==> config.mk <==
export PLATFORM = sky130hd
export DESIGN_NAME = output_port_allocator
export DESIGN_NICKNAME = d
export VERILOG_FILES = /design/src/rtl/noc_pkg.sv /design/src/rtl/rr_pick5.sv /design/src/rtl/output_port_allocator.sv
export SDC_FILE = /design/constraint.sdc
export NUM_CORES = 1
export LEC_CHECK = 0
export CORE_MARGIN = 2
export CORE_UTILIZATION = 35
export DETAILED_ROUTE_END_ITERATION = 8
export PLACE_DENSITY_LB_ADDON = 0.2
export SLEW_MARGIN = 10
export SYNTH_ARGS = -nofsm -noshare
export SYNTH_HDL_FRONTEND = slang
export SYNTH_SLANG_ARGS = --single-unit
==> constraint.sdc <==
create_clock -name clk -period 6.3 [get_ports clk]
set_input_delay 0.945 -clock clk [delete_from_list [all_inputs] [get_ports clk]]
set_output_delay 0.945 -clock clk [all_outputs]
set_load 0.02 [all_outputs]
==> src/rtl/noc_pkg.sv <==
// Shared port codes, allocator FSM encoding and next-hop field helpers
// for the 5-port NoC router.
package noc_pkg;

    localparam logic [2:0] PORT_N   = 3'd0;
    localparam logic [2:0] PORT_S   = 3'd1;
    localparam logic [2:0] PORT_W   = 3'd2;
    localparam logic [2:0] PORT_E   = 3'd3;
    localparam logic [2:0] PORT_L   = 3'd4;
    localparam int         NUM_PORTS = 5;
    localparam logic [2:0] SEL_IDLE = 3'd7;

    typedef enum logic {
        ALLOC_IDLE,
        ALLOC_BUSY
    } alloc_state_t;

    // Field i of the packed next-hop bus lives at [3i+2:3i].
    function automatic logic [2:0] nexthop_field(input logic [14:0] addr, input int port);
        return addr[3*port +: 3];
    endfunction

    // Successor port code in round-robin order; out-of-range codes wrap to N.
    function automatic logic [2:0] next_port(input logic [2:0] code);
        return (code >= PORT_L) ? PORT_N : code + 3'd1;
    endfunction

endpackage

==> src/rtl/rr_pick5.sv <==
// Combinational round-robin picker: first eligible input in the order
// ptr, ptr+1, ... (mod 5), returned both one-hot and as a port code.
module rr_pick5
    import noc_pkg::*;
(
    input  logic [2:0] ptr_i,
    input  logic [4:0] eligible_i,
    output logic [4:0] pick_o,
    output logic [2:0] pick_code_o,
    output logic       any_o
);

    always_comb begin : pick_search
        logic [2:0] v_idx;
        logic       v_found;
        // NOTE: every output gets a default before the search loop so no path leaves it unassigned (no latches).
        pick_o      = '0;
        pick_code_o = SEL_IDLE;
        any_o       = |eligible_i;
        v_found     = 1'b0;
        v_idx       = (ptr_i > PORT_L) ? PORT_N : ptr_i;
        for (int k = 0; k < NUM_PORTS; k++) begin
            if (!v_found && eligible_i[v_idx]) begin
                pick_o[v_idx] = 1'b1;
                pick_code_o   = v_idx;
                v_found       = 1'b1;
            end
            v_idx = next_port(v_idx);
        end
    end

endmodule

==> src/rtl/output_port_allocator.sv <==
// Wormhole switch allocator for one router output: round-robin owner choice,
// packet-long grant hold, downstream credit gating and rotate strobe.
module output_port_allocator
    import noc_pkg::*;
#(
    parameter logic [2:0]  PORT_ID = 3'd4,
    parameter int unsigned CREDITS = 4
) (
    input  logic        clk,
    input  logic        reset,
    input  logic [4:0]  req_valid_i,
    input  logic [14:0] nexthop_addr_i,
    input  logic [4:0]  tail_i,
    input  logic        credit_return_i,
    output logic [4:0]  grant_o,
    output logic [2:0]  xbar_sel_o,
    output logic        flit_valid_o,
    output logic [4:0]  pop_o,
    output logic [3:0]  credit_cnt_o,
    output logic        change_order_o
);

    localparam logic [3:0] CREDIT_MAX = 4'(CREDITS);

    alloc_state_t r_state;
    alloc_state_t w_next_state;
    logic [2:0]   r_owner;
    logic [4:0]   r_grant;
    logic [2:0]   r_ptr;
    logic [3:0]   r_credit;
    logic         r_change_order;

    logic [4:0]   w_eligible;
    logic [4:0]   w_pick;
    logic [2:0]   w_pick_code;
    logic         w_any;
    logic         w_xfer;
    logic         w_tail_xfer;
    logic [3:0]   w_credit_next;

    always_comb begin
        w_eligible = '0;
        for (int i = 0; i < NUM_PORTS; i++) begin
            w_eligible[i] = req_valid_i[i] && (nexthop_field(nexthop_addr_i, i) == PORT_ID);
        end
    end

    rr_pick5 u_rr_pick5 (
        .ptr_i       (r_ptr),
        .eligible_i  (w_eligible),
        .pick_o      (w_pick),
        .pick_code_o (w_pick_code),
        .any_o       (w_any)
    );

    assign w_xfer      = (r_state == ALLOC_BUSY) && req_valid_i[r_owner] && (r_credit != 4'd0);
    assign w_tail_xfer = w_xfer && tail_i[r_owner];

    // NOTE: sequential state uses non-blocking assignments so every register samples pre-edge values.
    always_ff @(posedge clk or negedge reset) begin
        if (!reset) begin
            r_state <= ALLOC_IDLE;
        end else begin
            r_state <= w_next_state;
        end
    end

    always_comb begin
        w_next_state = r_state;
        unique case (r_state)
            ALLOC_IDLE: if (w_any)       w_next_state = ALLOC_BUSY;
            ALLOC_BUSY: if (w_tail_xfer) w_next_state = ALLOC_IDLE;
            default:                     w_next_state = ALLOC_IDLE;
        endcase
    end

    always_comb begin
        grant_o      = '0;
        xbar_sel_o   = SEL_IDLE;
        flit_valid_o = 1'b0;
        if (r_state == ALLOC_BUSY) begin
            grant_o      = r_grant;
            xbar_sel_o   = r_owner;
            flit_valid_o = w_xfer;
        end
        pop_o = grant_o & {5{flit_valid_o}};
    end

    // Owner is latched once per packet; the pointer only moves at packet end.
    always_ff @(posedge clk or negedge reset) begin
        if (!reset) begin
            r_owner        <= PORT_N;
            r_grant        <= '0;
            r_ptr          <= PORT_N;
            r_change_order <= 1'b0;
        end else begin
            r_change_order <= w_tail_xfer;
            if (r_state == ALLOC_IDLE && w_any) begin
                r_owner <= w_pick_code;
                r_grant <= w_pick;
            end else if (w_tail_xfer) begin
                r_grant <= '0;
                r_ptr   <= next_port(r_owner);
            end
        end
    end

    // A transfer and a return in the same cycle cancel; returns saturate at full.
    always_comb begin
        w_credit_next = r_credit;
        unique case ({w_xfer, credit_return_i})
            2'b10:   w_credit_next = r_credit - 4'd1;
            2'b01:   w_credit_next = (r_credit == CREDIT_MAX) ? r_credit : r_credit + 4'd1;
            default: w_credit_next = r_credit;
        endcase
    end

    always_ff @(posedge clk or negedge reset) begin
        if (!reset) begin
            r_credit <= CREDIT_MAX;
        end else begin
            r_credit <= w_credit_next;
        end
    end

    assign credit_cnt_o   = r_credit;
    assign change_order_o = r_change_order;

endmodule
==> out/qor.yml, run 1 <==
run_status:
  status: "finished clean"
power_and_ir_drop:
  total_power_w: 0.001400
  power.density_mw_per_mm2: 557.6
  pwr-share-comb_pct: 75.6
global_routing:
  grt_pass1_vias: 1983
  antenna_found_initial: 0
synth:
  simple_gate_share_pct: 34.31
  synthAoiAreaFrac_pct: 28.51
  ys_sh_adder_pct: 4.209
  topCellsByArea: "dfrtp_1 (20%), and2_1 (4.5%), nor2_1 (4.4%)"
  top_logic_kind: "simple AND/OR/NAND/NOR gates"
  ys_cells: 240
  yosysTopAreaCellShare_pct: 20.41
  ys_dominant_reg_cell: "dfrtp_1"
  synth.top_cells.by_count: "nor2_1 (23), dfrtp_1 (16), a21oi_1 (15)"
  yosysWarnings: 0
clocking:
  cts_htree_levels: 1
  cts_buffers: 3
  cts.reportedPaths.clkPinSlew_ns: 0.07
  cts_tree: "yes"
  ctsHoldBuffers: 0
  clk_latency_ns: 0.25
  cts.sinks: 17
final_layout:
  fillers: 547
  syn_to_final_growth_pct: 28.00
  antenna_cells: 0
  layout-drive-gt1-share_pct: 9.025
detailed_routing:
  drc: 0
  ant_nets: 0
  drt_iter0_drc: 142
  routed_via_density: 6.169
setup_path:
  critPathKind: "reg2reg"
  r2r-end: "r_grant[4]"
  crit_end: "r_grant[4]"
  critPathTopFamily: "simple AND/OR/NAND/NOR gates"
flow_run:
  tool_warnings: 26
worst_hold_path:
  holdCritStartpoint: "r_grant[2]"
  hp-class: "reg2reg"
placed_design:
  io_buffer_count: 46
  pre_cts_ws_ns: 1.971
sta:
  min_period_over_period_pct: 70.21
  setup_viol: 0
  fin_crit_ns: 4.423
  fin_ws_ns: 1.877
  rsz0062_at_grt: "false"
floorplan:
  die_y_um: 78.87
## run 1: flip-flops by register name, summed over array words and instances (netlist names)
name / count
change_order_o: 1
credit_cnt_o: 4
r_grant: 5
r_owner: 3
r_ptr: 3
r_state: 1
## run 1: cells in the final DEF, fill, tap and decap left out, types with 6 or more instances in the layout
master and instances:
o21ai_0 12, nor4_1 6, dfrtp_1 16, nand2b_1 10, and2_1 14, nor3_1 10, clkdlybuf4s50_1 46, a31oi_1 6
nor2_1 23, nand2_1 9, a21oi_1 15
## run 1: final cells by class
type	instances	area share [%]
Sequential cell	17	16.99
Timing Repair Buffer	47	18.63
Multi-Input combinational cell	202	57.95
Inverter	7	1.046
Tap cell	72	3.587
Clock buffer	4	1.794
## run 1: how the worst min path moves through the flow
stage,slack [ns],cells after the start,endpoint
detailed placement,0.53,2,r_grant[2]
finish,0.53,2,r_grant[2]
global placement,0.53,1,credit_cnt_o[3]
floorplan,0.48,2,r_grant[2]
global route,0.59,1,credit_cnt_o[3]
CTS,0.54,1,credit_cnt_o[3]
## run 1: stage by stage
stage | utilization (%) | cells | instance area [µm²] | hold slack [ns]
2_1_floorplan | - | 240 | 1962 | 0.4818
3_3_place_gp | 45.06 | 345 | 2466 | 0.5284
3_5_place_dp | 45.06 | 345 | 2466 | 0.5263
4_1_cts | 45.88 | 349 | 2511 | 0.5398
5_1_grt | 45.88 | 349 | 2511 | 0.5909
6_report | 45.88 | 349 | 2511 | 0.5313
## run 1: routing by layer
metal / GRT usage (%) / vias to the layer above / share of wire, %
met5: 0 / - / 0
met4: 6.207 / 0 / 1.7
met3: 2.955 / 11 / 8.0
met2: 32.31 / 118 / 46
met1: 27.42 / 1022 / 44
li1: - / 1002 / -
==> run_1/flops_by_reg.png <==
Drawn at 4 px/µm. Other sequential cells in the stronger grey, the rest of the logic in the fainter grey.
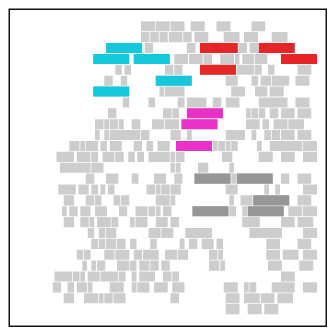
[credit_cnt_o] red | flops: 4 | where: upper right
[r_grant] cyan | flops: 5
[r_owner] magenta | flops: 3
not coloured: 5
flop share of the area: 16.99%
seq pwr: 0.000261 W
final core occ: 45.88%
FF+latch area: 426.7 µm²

==> run_1/congestion.png <==
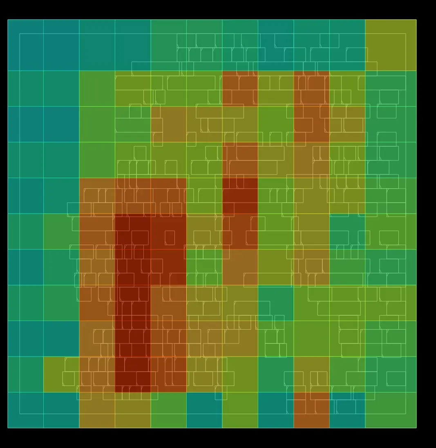
GR peak layer: met2
Routed wire per std cell: 18.25 µm
gr usage total: 19.93%
met1 Track Usage GR: 27.42%

==> run_1/wires.png <==
Drawn at 4 px/µm.
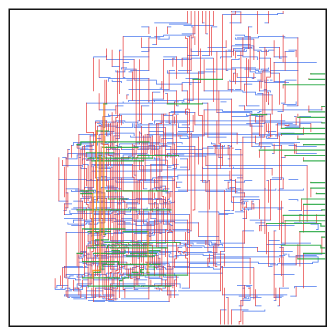
[metal 4] orange | wire length: 108 µm
[metal 3] green | wire length: 511 µm
[metal 1] blue | wire length: 2,830 µm
[metal 2] red | wire length: 2,920 µm
vias after detailed routing: 2,153
DRT Wirelength: 6370 µm

==> run_1/clk_routes.png <==
Drawn at 4 px/µm.
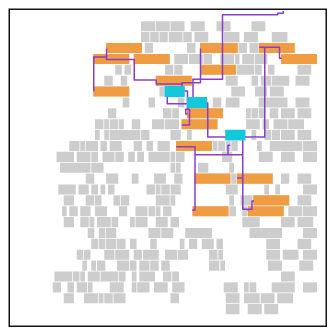

--- run 2 (diff from run 1) ---
clock period = 4.18 ns   (was 6.3 ns; I/O delays follow)
==> run_2/clk_routes.png <==
Drawn at 4 px/µm.
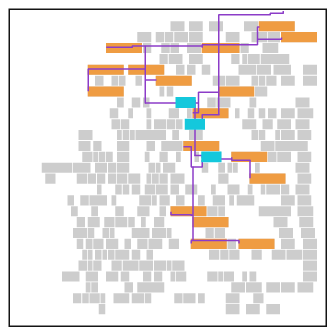
[flip-flops] orange | count: 17
[clock drivers] cyan | count: 3
[clock wires] purple | length: 254 µm
routed clock nets: 4
clock share of power: 5.9%
Clock group: 0.000124 W
Worst-Skew Late Latency: 0.25 ns

==> run_2/layer_met3.png <==
Drawn at 4 px/µm. Cells faint in the background.
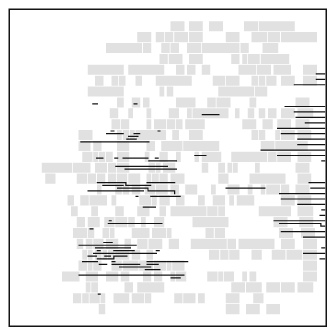
longest straight run: 26.2 µm
share of all routed wire: 7.6%
vias after detailed routing: 2,156
DRT Wirelength: 6345 µm

==> run 2 against run 1 <==
  * First-iteration DRC count rose by 9.9%
  * Maximum frequency increased by 27%
  * Setup slack worse by 1.2 ns
  * Utilization is 1.0 points higher
  * Die area unchanged
  * Clock-buffer cell count fell by 1
  * Flip-flop count stayed put
==> out/qor.yml, run 2 <==
placed_design:
  dp.cells: 353
  pre_cts_ws_ns: 0.7062
  dpl-instance-area_mm2: 0.002520
  io_buffer_count: 46
clocking:
  cts_tree: "yes"
  cts_htree_levels: 1
  ctsHoldBuffers: 0
  cts.sinks: 17
  cts.reportedPaths.clkPinSlew_ns: 0.07
  cts_buffers: 3
sta:
  min_period_over_period_pct: 83.63
  setup_viol: 0
  fin_ws_ns: 0.6842
  fin_crit_ns: 3.496
  rsz0062_at_grt: "false"
  fmax_ghz: 0.2861
  whs_ns: 0.5294
synth:
  yosysTopAreaCellShare_pct: 20.41
  ys_cells: 240
  ys_dominant_reg_cell: "dfrtp_1"
  yosysWarnings: 0
  topCellsByArea: "dfrtp_1 (20%), and2_1 (4.5%), nor2_1 (4.4%)"
  synth.top_cells.by_count: "nor2_1 (23), dfrtp_1 (16), a21oi_1 (15)"
setup_path:
  critPathKind: "reg2reg"
  critPathTopFamily: "simple AND/OR/NAND/NOR gates"
power_and_ir_drop:
  power.density_mw_per_mm2: 827.4
  total_power_w: 0.002123
global_routing:
  antenna_found_initial: 0
  grtUsageTotal_pct: 20.59
flow_run:
  tool_warnings: 26
final_layout:
  syn_to_final_growth_pct: 30.80
  layout-drive-gt1-share_pct: 11.58
  layoutNonFillerInstCount: 357
  regMostFlops: "r_grant"
  mostFrequentLayoutCell: "clkdlybuf4s50_1"
  final_cell_mix: "clkdlybuf4s50_1 (46), nor2_1 (23), dfrtp_1 (16)"
  postLayoutCellArea_mm2: 0.002566
  largest_reg_flops: 5
worst_hold_path:
  hold_depth: 1
  holdCritStartpoint: "credit_cnt_o[3]"
  holdPathEnd: "credit_cnt_o[3]"
  hp-class: "reg2reg"
detailed_routing:
  wire_per_inst_um: 17.77
  drt_iter0_drc: 156
  routed_via_density: 6.039
  drc: 0
floorplan:
  die_y_um: 78.87
run_status:
  status: "finished clean"
==> run 2: cell counts after synthesis <==
Identical to the previous run, type by type.
==> run 2: routing by layer <==
metal  wire [µm]  up-vias  GRT usage (%)
met3         484       20          3.068
met4         212        0          9.828
li1            -     1020              -
met1        2870      998          28.75
met2        2779      118          31.20
met5           0        -              0
==> run 2: area by class of cell <==
class	instances	area, µm²
Clock buffer	3	41.29
Tap cell	72	90.09
Inverter	7	26.28
Sequential cell	17	426.7
Multi-Input combinational cell	202	1449
Clock inverter	1	5.005
Fill cell	556	2907
Timing Repair Buffer	55	528.0
==> run 2: kinds of logic after synthesis <==
family	after synthesis	synth area share (%)
buffers and inverters	21	4.401
DFF	17	21.75
AOI/OAI and AO/OA	77	28.51
xor gates and xnor gates	3	1.340
muxes	8	5.485
adders and majority gates	6	4.209
and+or+nand+nor	108	34.31
==> run 2: power breakdown <==
group / total (W) / switching [W] / internal (W)
Combinational: 0.00165 / 0.000960 / 0.000691
Sequential: 0.000348 / 0.0000975 / 0.000251
Clock: 0.000124 / 0.0000584 / 0.0000661
Total: 0.00212 / 0.00112 / 0.00101
==> run 2: how the worst max path moves through the flow <==
| stage | endpoint | cells past startpoint |
|---|---|---|
| 2_1_floorplan | r_grant[4] | 16 |
| 3_3_place_gp | r_grant[4] | 14 |
| 3_5_place_dp | r_grant[4] | 13 |
| 4_1_cts | r_grant[4] | 13 |
| 5_1_grt | r_owner[1] | 14 |
| 6_report | r_grant[4] | 13 |
==> run_2/congestion.png <==
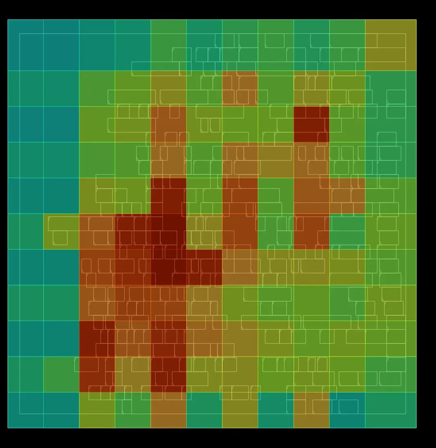

--- run 3 (diff from run 2) ---
clock period = 3.06 ns   (was 4.18 ns; I/O delays follow)
==> run_3/congestion.png <==
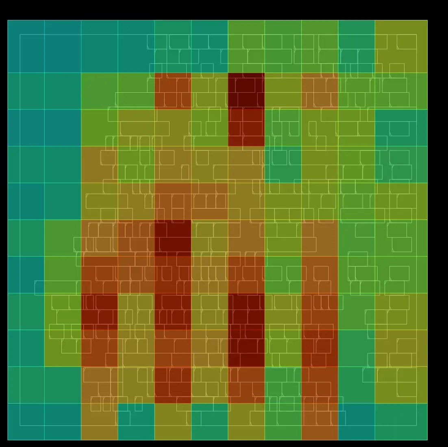
gr usage total: 22.65%
met1 Track Usage GR: 30.74%
GR met2 Demand/Resource: 38.12%

==> run 3 against run 2 <==
  * Clock power rose by 44%
  * Utilization rose by 6.9 points
  * Area after synthesis did not move
  * Maximum frequency rose by 19%
  * Hold slack improved by 0.021 ns
  * Non-clock buffer count rose by 36
  * Routed wire length rose by 8.7%
  * Cell count rose by 10%
  * Largest power group unchanged
  * Via count rose by 6.6%
  * First-iteration DRC count rose by 13%
  * Critical endpoint is now r_owner[1]
==> out/qor.yml, run 3 <==
sta:
  fmax_ghz: 0.3397
  whs_ns: 0.5501
  fin_ws_ns: 0.1162
worst_hold_path:
  hp-class: "reg2reg"
  holdCritStartpoint: "credit_cnt_o[3]"
clocking:
  cts_buffers: 3
  cts.reportedPaths.clkPinSlew_ns: 0.08
detailed_routing:
  routed_via_density: 5.847
  drc: 0
  wl_met3_um: 471
  ant_nets: 0
  met1Wirelength_um: 3029
  drt_iter0_drc: 176
power_and_ir_drop:
  total_power_w: 0.003552
synth:
  yosysTopAreaCellShare_pct: 20.41
  synth.top_cells.by_count: "nor2_1 (23), dfrtp_1 (16), a21oi_1 (15)"
final_layout:
  final_cell_mix: "clkdlybuf4s50_1 (46), buf_4 (44), nor2_1 (22)"
  layoutNonFillerInstCount: 393
  finish.utilization_pct: 53.75
  syn_to_final_growth_pct: 49.94
global_routing:
  grt-busiest-layer: "met2"
  grt_pass1_vias: 2232
  global_route.usage.met3_pct: 2.614
setup_path:
  critPathKind: "reg2reg"
run_status:
  status: "finished clean"
placed_design:
  dp.cells: 387
==> run_3/wires.png <==
Drawn at 4 px/µm.
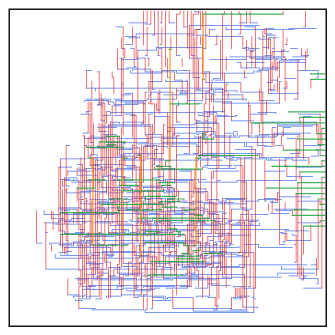
[metal 2] red | wire length: 3,260 µm
[metal 3] green | wire length: 471 µm
[metal 4] orange | wire length: 132 µm
[metal 1] blue | wire length: 3,030 µm
DRT Wirelength: 6897 µm
Routed wire per std cell: 17.55 µm
vias after detailed routing: 2,298

run 3: timing repair:
item,4_1_cts,5_1_grt
buffers inserted,0,2
endpoints found under the hold margin,0,0
endpoints found under the setup margin,0,13
resized,0,8
run 3: where the power goes:
part           switching (W)  internal, W
Combinational        0.00149      0.00138
Clock              0.0000869    0.0000907
Sequential          0.000157     0.000342
Total                0.00173      0.00182
run 3: critical path: cells and delay by family, from the launching register on:
family / cells / cell delay, ns
AND/OR/NAND/NOR: 2 / 0.81
buffers and inverters: 3 / 0.53
AND-OR/OR-AND: 6 / 1.07
flip-flops: 1 / 0.43
run 3: final timing paths:
| path | endpoint | slack [ns] | cells past startpoint |
|---|---|---|---|
| max reg2reg | r_owner[1] | 0.12 | 11 |
| min | credit_cnt_o[3] | 0.55 | 1 |
| min in group asynchronous | credit_cnt_o[3] | 0.66 | 1 |
| max | r_owner[1] | 0.12 | 11 |
| max in group asynchronous | r_ptr[0] | 1.89 | 1 |
| min reg2reg | credit_cnt_o[3] | 0.55 | 1 |
run 3: cell type report:
type	instances	area [µm²]	area share [%]
flip-flops and latches	17	426.7	14.50
multi-input cells	202	1545	52.53
inverters	7	31.28	1.063
clock inverters	1	5.005	0.1701
repair buffers	91	802.0	27.26
well taps	72	90.09	3.063
clock buffers	3	41.29	1.404
run 3: cells by family (layout without fill, tap and decap cells):
kind of cell | Yosys count | count (layout) | synth area share, %
mux | 8 | 8 | 5.485
buf+inv | 21 | 102 | 4.401
xor+xnor | 3 | 3 | 1.340
simple gates | 108 | 108 | 34.31
compound gates | 77 | 77 | 28.51
fa+ha+maj | 6 | 6 | 4.209
flops | 17 | 17 | 21.75
Power figures rest on the tool's default switching activity, not on a simulated workload.
